$ cat src/rtl/tnoc_axi_region_decoder.sv
// Address-to-destination decoder for NoC requests: a programmable region table with
// lowest-index priority, a one-entry registered result stage and virtual-channel assignment.
module tnoc_axi_region_decoder #(
    parameter int ADDRESS_WIDTH = 64,
    parameter int ID_X_WIDTH    = 2,
    parameter int ID_Y_WIDTH    = 2,
    parameter int REGIONS       = 4,
    parameter int CHANNELS      = 2,
    parameter int VC_MODE       = 1,
    localparam int IW = (REGIONS > 1) ? $clog2(REGIONS) : 1,
    localparam int VW = (CHANNELS > 1) ? $clog2(CHANNELS) : 1
) (
    input  logic                     i_clk,
    input  logic                     i_rst_n,
    input  logic                     i_cfg_write,
    input  logic [IW-1:0]            i_cfg_index,
    input  logic                     i_cfg_enable,
    input  logic [ADDRESS_WIDTH-1:0] i_cfg_base,
    input  logic [ADDRESS_WIDTH-1:0] i_cfg_mask,
    input  logic [ID_X_WIDTH-1:0]    i_cfg_id_x,
    input  logic [ID_Y_WIDTH-1:0]    i_cfg_id_y,
    input  logic [VW-1:0]            i_fixed_vc,
    input  logic                     i_req_valid,
    output logic                     o_req_ready,
    input  logic [ADDRESS_WIDTH-1:0] i_req_address,
    output logic                     o_rsp_valid,
    input  logic                     i_rsp_ready,
    output logic [ID_X_WIDTH-1:0]    o_rsp_id_x,
    output logic [ID_Y_WIDTH-1:0]    o_rsp_id_y,
    output logic [VW-1:0]            o_rsp_vc,
    output logic [IW-1:0]            o_rsp_region,
    output logic                     o_rsp_decode_error
);

    logic                     region_enable [REGIONS];
    logic [ADDRESS_WIDTH-1:0] region_base   [REGIONS];
    logic [ADDRESS_WIDTH-1:0] region_mask   [REGIONS];
    logic [ID_X_WIDTH-1:0]    region_id_x   [REGIONS];
    logic [ID_Y_WIDTH-1:0]    region_id_y   [REGIONS];

    logic                  hit;
    logic [IW-1:0]         hit_index;
    logic [ID_X_WIDTH-1:0] hit_id_x;
    logic [ID_Y_WIDTH-1:0] hit_id_y;
    logic [VW-1:0]         vc_count;
    logic [VW-1:0]         vc_select;
    logic                  accept;

    // Out-of-range indices match no loop iteration, so such writes are dropped.
    always_ff @(posedge i_clk or negedge i_rst_n) begin
        if (!i_rst_n) begin
            for (int r = 0; r < REGIONS; r++) begin
                region_enable[r] <= 1'b0;
                region_base[r]   <= '0;
                region_mask[r]   <= '0;
                region_id_x[r]   <= '0;
                region_id_y[r]   <= '0;
            end
        end else if (i_cfg_write) begin
            for (int r = 0; r < REGIONS; r++) begin
                if (i_cfg_index == IW'(r)) begin
                    region_enable[r] <= i_cfg_enable;
                    region_base[r]   <= i_cfg_base;
                    region_mask[r]   <= i_cfg_mask;
                    region_id_x[r]   <= i_cfg_id_x;
                    region_id_y[r]   <= i_cfg_id_y;
                end
            end
        end
    end

    // Walk from the top so the lowest matching index is the one left standing.
    always_comb begin
        hit       = 1'b0;
        hit_index = '0;
        hit_id_x  = '0;
        hit_id_y  = '0;
        for (int r = REGIONS - 1; r >= 0; r--) begin
            if (region_enable[r] &&
                ((i_req_address ^ region_base[r]) & region_mask[r]) == '0) begin
                hit       = 1'b1;
                hit_index = IW'(r);
                hit_id_x  = region_id_x[r];
                hit_id_y  = region_id_y[r];
            end
        end
    end

    assign o_req_ready = !o_rsp_valid || i_rsp_ready;
    assign accept      = i_req_valid && o_req_ready;
    assign vc_select   = (VC_MODE == 0) ? i_fixed_vc : vc_count;

    // Explicit wrap keeps the counter below CHANNELS for non-power-of-2 counts.
    always_ff @(posedge i_clk or negedge i_rst_n) begin
        if (!i_rst_n) begin
            vc_count <= '0;
        end else if (accept && hit) begin
            if (vc_count >= VW'(CHANNELS - 1)) begin
                vc_count <= '0;
            end else begin
                vc_count <= vc_count + 1'b1;
            end
        end
    end

    always_ff @(posedge i_clk or negedge i_rst_n) begin
        if (!i_rst_n) begin
            o_rsp_valid        <= 1'b0;
            o_rsp_id_x         <= '0;
            o_rsp_id_y         <= '0;
            o_rsp_vc           <= '0;
            o_rsp_region       <= '0;
            o_rsp_decode_error <= 1'b0;
        end else if (accept) begin
            o_rsp_valid        <= 1'b1;
            o_rsp_id_x         <= hit_id_x;
            o_rsp_id_y         <= hit_id_y;
            o_rsp_vc           <= vc_select;
            o_rsp_region       <= hit_index;
            o_rsp_decode_error <= !hit;
        end else if (i_rsp_ready) begin
            o_rsp_valid <= 1'b0;
        end
    end

endmodule

$ cat config.mk
export PLATFORM = sky130hd
export DESIGN_NAME = tnoc_axi_region_decoder
export DESIGN_NICKNAME = d
export VERILOG_FILES = /design/src/rtl/tnoc_axi_region_decoder.sv
export SDC_FILE = /design/constraint.sdc
export NUM_CORES = 1
export LEC_CHECK = 0
export CAP_MARGIN = 20
export CORE_UTILIZATION = 45
export DETAILED_ROUTE_END_ITERATION = 7
export DONT_BUFFER_PORTS = 1
export PLACE_DENSITY = 0.71
export SLEW_MARGIN = 0
export SYNTH_ARGS = -nofsm -noshare
export SYNTH_HDL_FRONTEND = slang
export SYNTH_SLANG_ARGS = --single-unit
$ cat constraint.sdc
create_clock -name i_clk -period 4.46 [get_ports i_clk]
set_clock_uncertainty 0.05 [all_clocks]
set_input_delay 0.892 -clock i_clk [delete_from_list [all_inputs] [get_ports i_clk]]
set_output_delay 0.892 -clock i_clk [all_outputs]
set_load 0.02 [all_outputs]
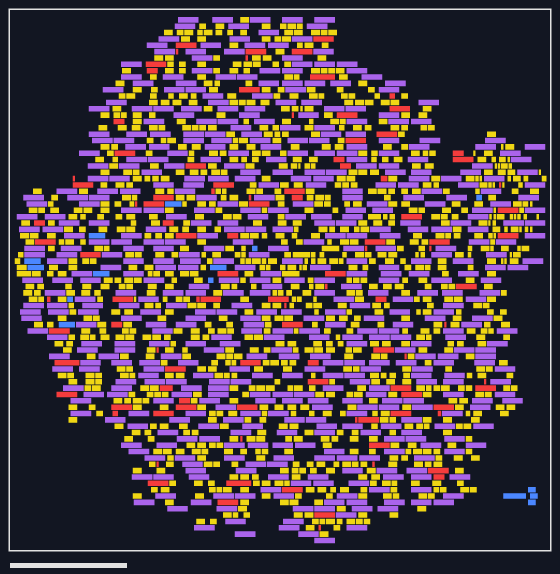
(images/class_map.png)
The bar under the picture is 50 microns long.
Purple stands for registers, cells 542. Blue stands for remaining buffers and delay cells, cells 15. Yellow stands for remaining logic cells, cells 1019. Red stands for clock drivers and dummy loads, cells 101.
post-layout instance area: 26350 sq um
Final Core Density: 0.5106
sequential cell area share: 0.5147
area of the core: 51610 sq um

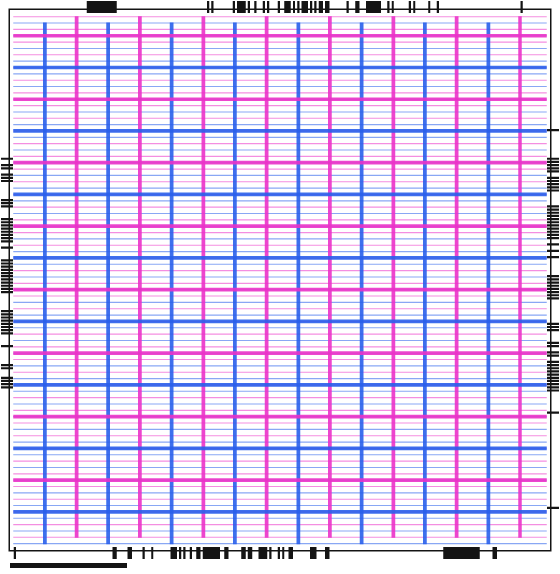
(images/floorplan.png)
The bar under the picture is 50 microns long. Pins as bars on the die edge.
Blue stands for VSS. Magenta stands for VDD.
215 signal pins sit on the boundary. 16 straps on met4. The core has 83 rows. 84 met1 rails follow the rows.
Die Wd: 231.4 microns
Max VDD drop: 356.0 uV
height of the die: 231.4 microns

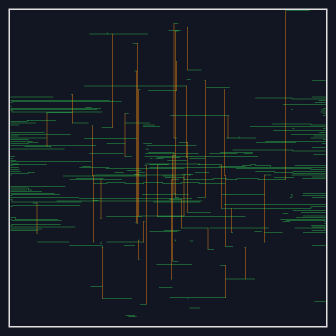
(images/layers.png)
Only two layers are drawn.
Green stands for M3, wire length 4840 microns. Orange stands for M4, wire length 1920 microns.
via count: 13470
WL final: 63480 microns
Routed WL per cell: 26.92 microns

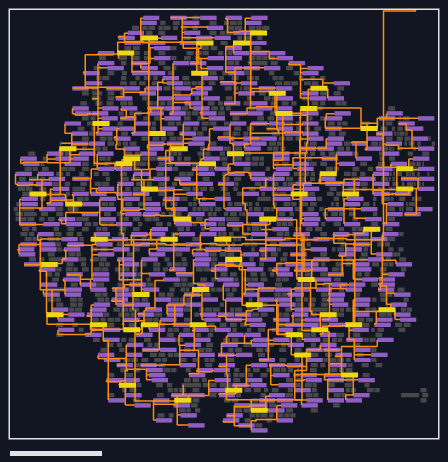
(images/clock_wires.png)
The bar under the picture is 50 microns long.
Yellow stands for clock-net drivers, count 55. Purple stands for flip-flops, count 542. Orange stands for clock wires, length 6570 microns.
Position of the flops: widely spread.
Clk. pwr: 4.64 mW
Latency at later pin: 620 ps

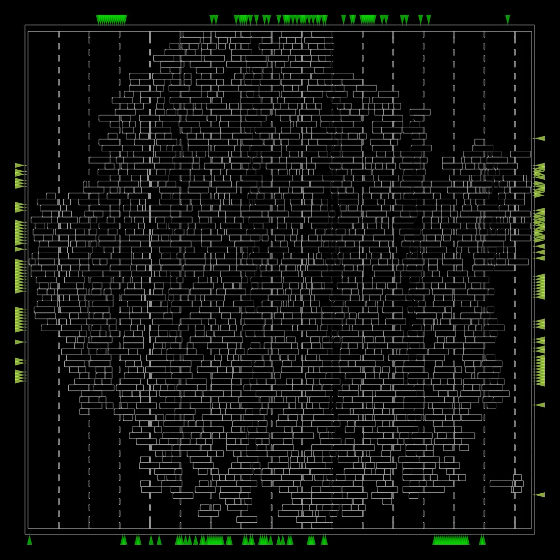
(images/placed.png)
site row count: 83
fill count: 4335
Seq cells: 542
tap cells: 680

==> metrics.yaml <==
yosys:
  top_area_cell: "dfrtp_1"
  synth.area.top_cells: "dfrtp_1, mux2_2, xor2_1"
  ys_sh_mux: 0.2559
  adder_share: 0
  ys_types: 33
  syn_area_sq_um: 23670
  synth-seq-cells: 542
  synthDominantCellAreaShare: 0.5730
  ys_sh_simple: 0.02051
critical_path:
  endpoint_kind: "flip-flop"
  path_cells: "xor2_1 > a22oi_1 > nand4_1 > nor4_1 > nand4_1 > nand2_1 > nand3_1 > o21ai_0"
  path_delay_family: "simple AND/OR/NAND/NOR gates"
  cp-start-kind: "flip-flop"
clock_network:
  cts_buffer_depth: 3
  htreeDepth: 2
power_and_ir_drop:
  totalPowerFinal_mw: 13.23
  netSwitchingPower_mw: 3.522
  seq-power_mw: 6.40
  p_leak_nw: 11.38
  clkPwrFrac: 0.351
  power_leader: "registers"
  powerDensity_nw_per_um2: 501.9
floorplanning:
  initial_core_util: 0.4586
  ios: 215
final_layout:
  final_cell_mix: "dfrtp_1, mux2_2, xor2_1, a22oi_1, clkbuf_16"
  area_delta_synth_final_pct: 11.32
route:
  met1_length_microns: 25940
  wl_met2_microns: 30780
  via_per_inst: 5.711
flow_run:
  warnings: 39
grt:
  grt_use_met2: 0.3895
  grt_pass1_wl_microns: 92980
  grt_usage: 0.2385
  first_global_vias: 14090
  met3_usage: 0.07210
  antenna_found_initial: 1
  grt_max_degree: 543
timing:
  rsz0062_at_grt: "false"
  finalCritPeriodShare: 0.6126
  slew_violations: 0
  hold_violations: 0
  setup_tns_ps: 0
  fmax_mhz: 366.0
status:
  status: "completed"
placement:
  gp_congestion: 0.8575
  port-buffer-count: 0
[how the worst max path moves through the flow]
stage / from / to / slack (ps) / depth (start not counted)
2_1_floorplan: i_req_address[16] / o_rsp_id_x[0] / 2070 / 8
6_report: region_base[6] / o_rsp_region[1] / 1730 / 8
5_1_grt: region_base[18] / o_rsp_region[1] / 1620 / 8
4_1_cts: region_base[6] / o_rsp_region[1] / 1740 / 8
3_3_place_gp: i_req_address[6] / vc_count / 1320 / 8
3_5_place_dp: i_req_address[6] / o_rsp_region[1] / 1270 / 8
[metrics by stage]
step | worst slack, ps | cell area [sq um] | hold WS (ps) | cells
detailed placement | 1275 | 24470 | 417.4 | 2252
floorplan | 2071 | 23670 | 391.0 | 1619
global placement | 1319 | 24470 | 411.1 | 2252
finish | 1728 | 26350 | 43.18 | 2358
global route | 1615 | 26350 | 1.026 | 2357
CTS | 1738 | 26290 | -76.60 | 2353
[flip-flops by register name, indices dropped and copies added (netlist names)]
register            flops
o_rsp_vc                1
region_base           256
o_rsp_id_y              2
o_rsp_region            2
o_rsp_decode_error      1
o_rsp_valid             1
o_rsp_id_x              2
region_id_x             8
region_id_y             8
vc_count                1
region_mask           256
region_enable           4
[synth_stat cells, drive strengths merged]
master  count
nand4      35
dfrtp     542
nor2        2
xor2      256
mux2      529
nand2      17
nor3b       1
a22oi     108
xnor2       1
and3        5
o31ai       1
o31a        2
clkbuf     45
o21bai      1
nand3       4
nor4        4
o21ai      11
inv         8
mux2i      10
a22o        6
nand2b      2
buf        13
a222oi      4
nor3        4
nand3b      2
a221oi      6
[area by class of cell]
cell class,instances,area [sq um]
antenna,1,2.502
clock buffer,90,1669
clock inverter,11,150.1
fill,4335,25260
inverter,8,30.03
multi-input combinational,1011,9858
sequential,542,13560
tap,680,850.8
timing repair buffer,15,227.7
No activity file was given, so power comes from the tool's default toggle rates.
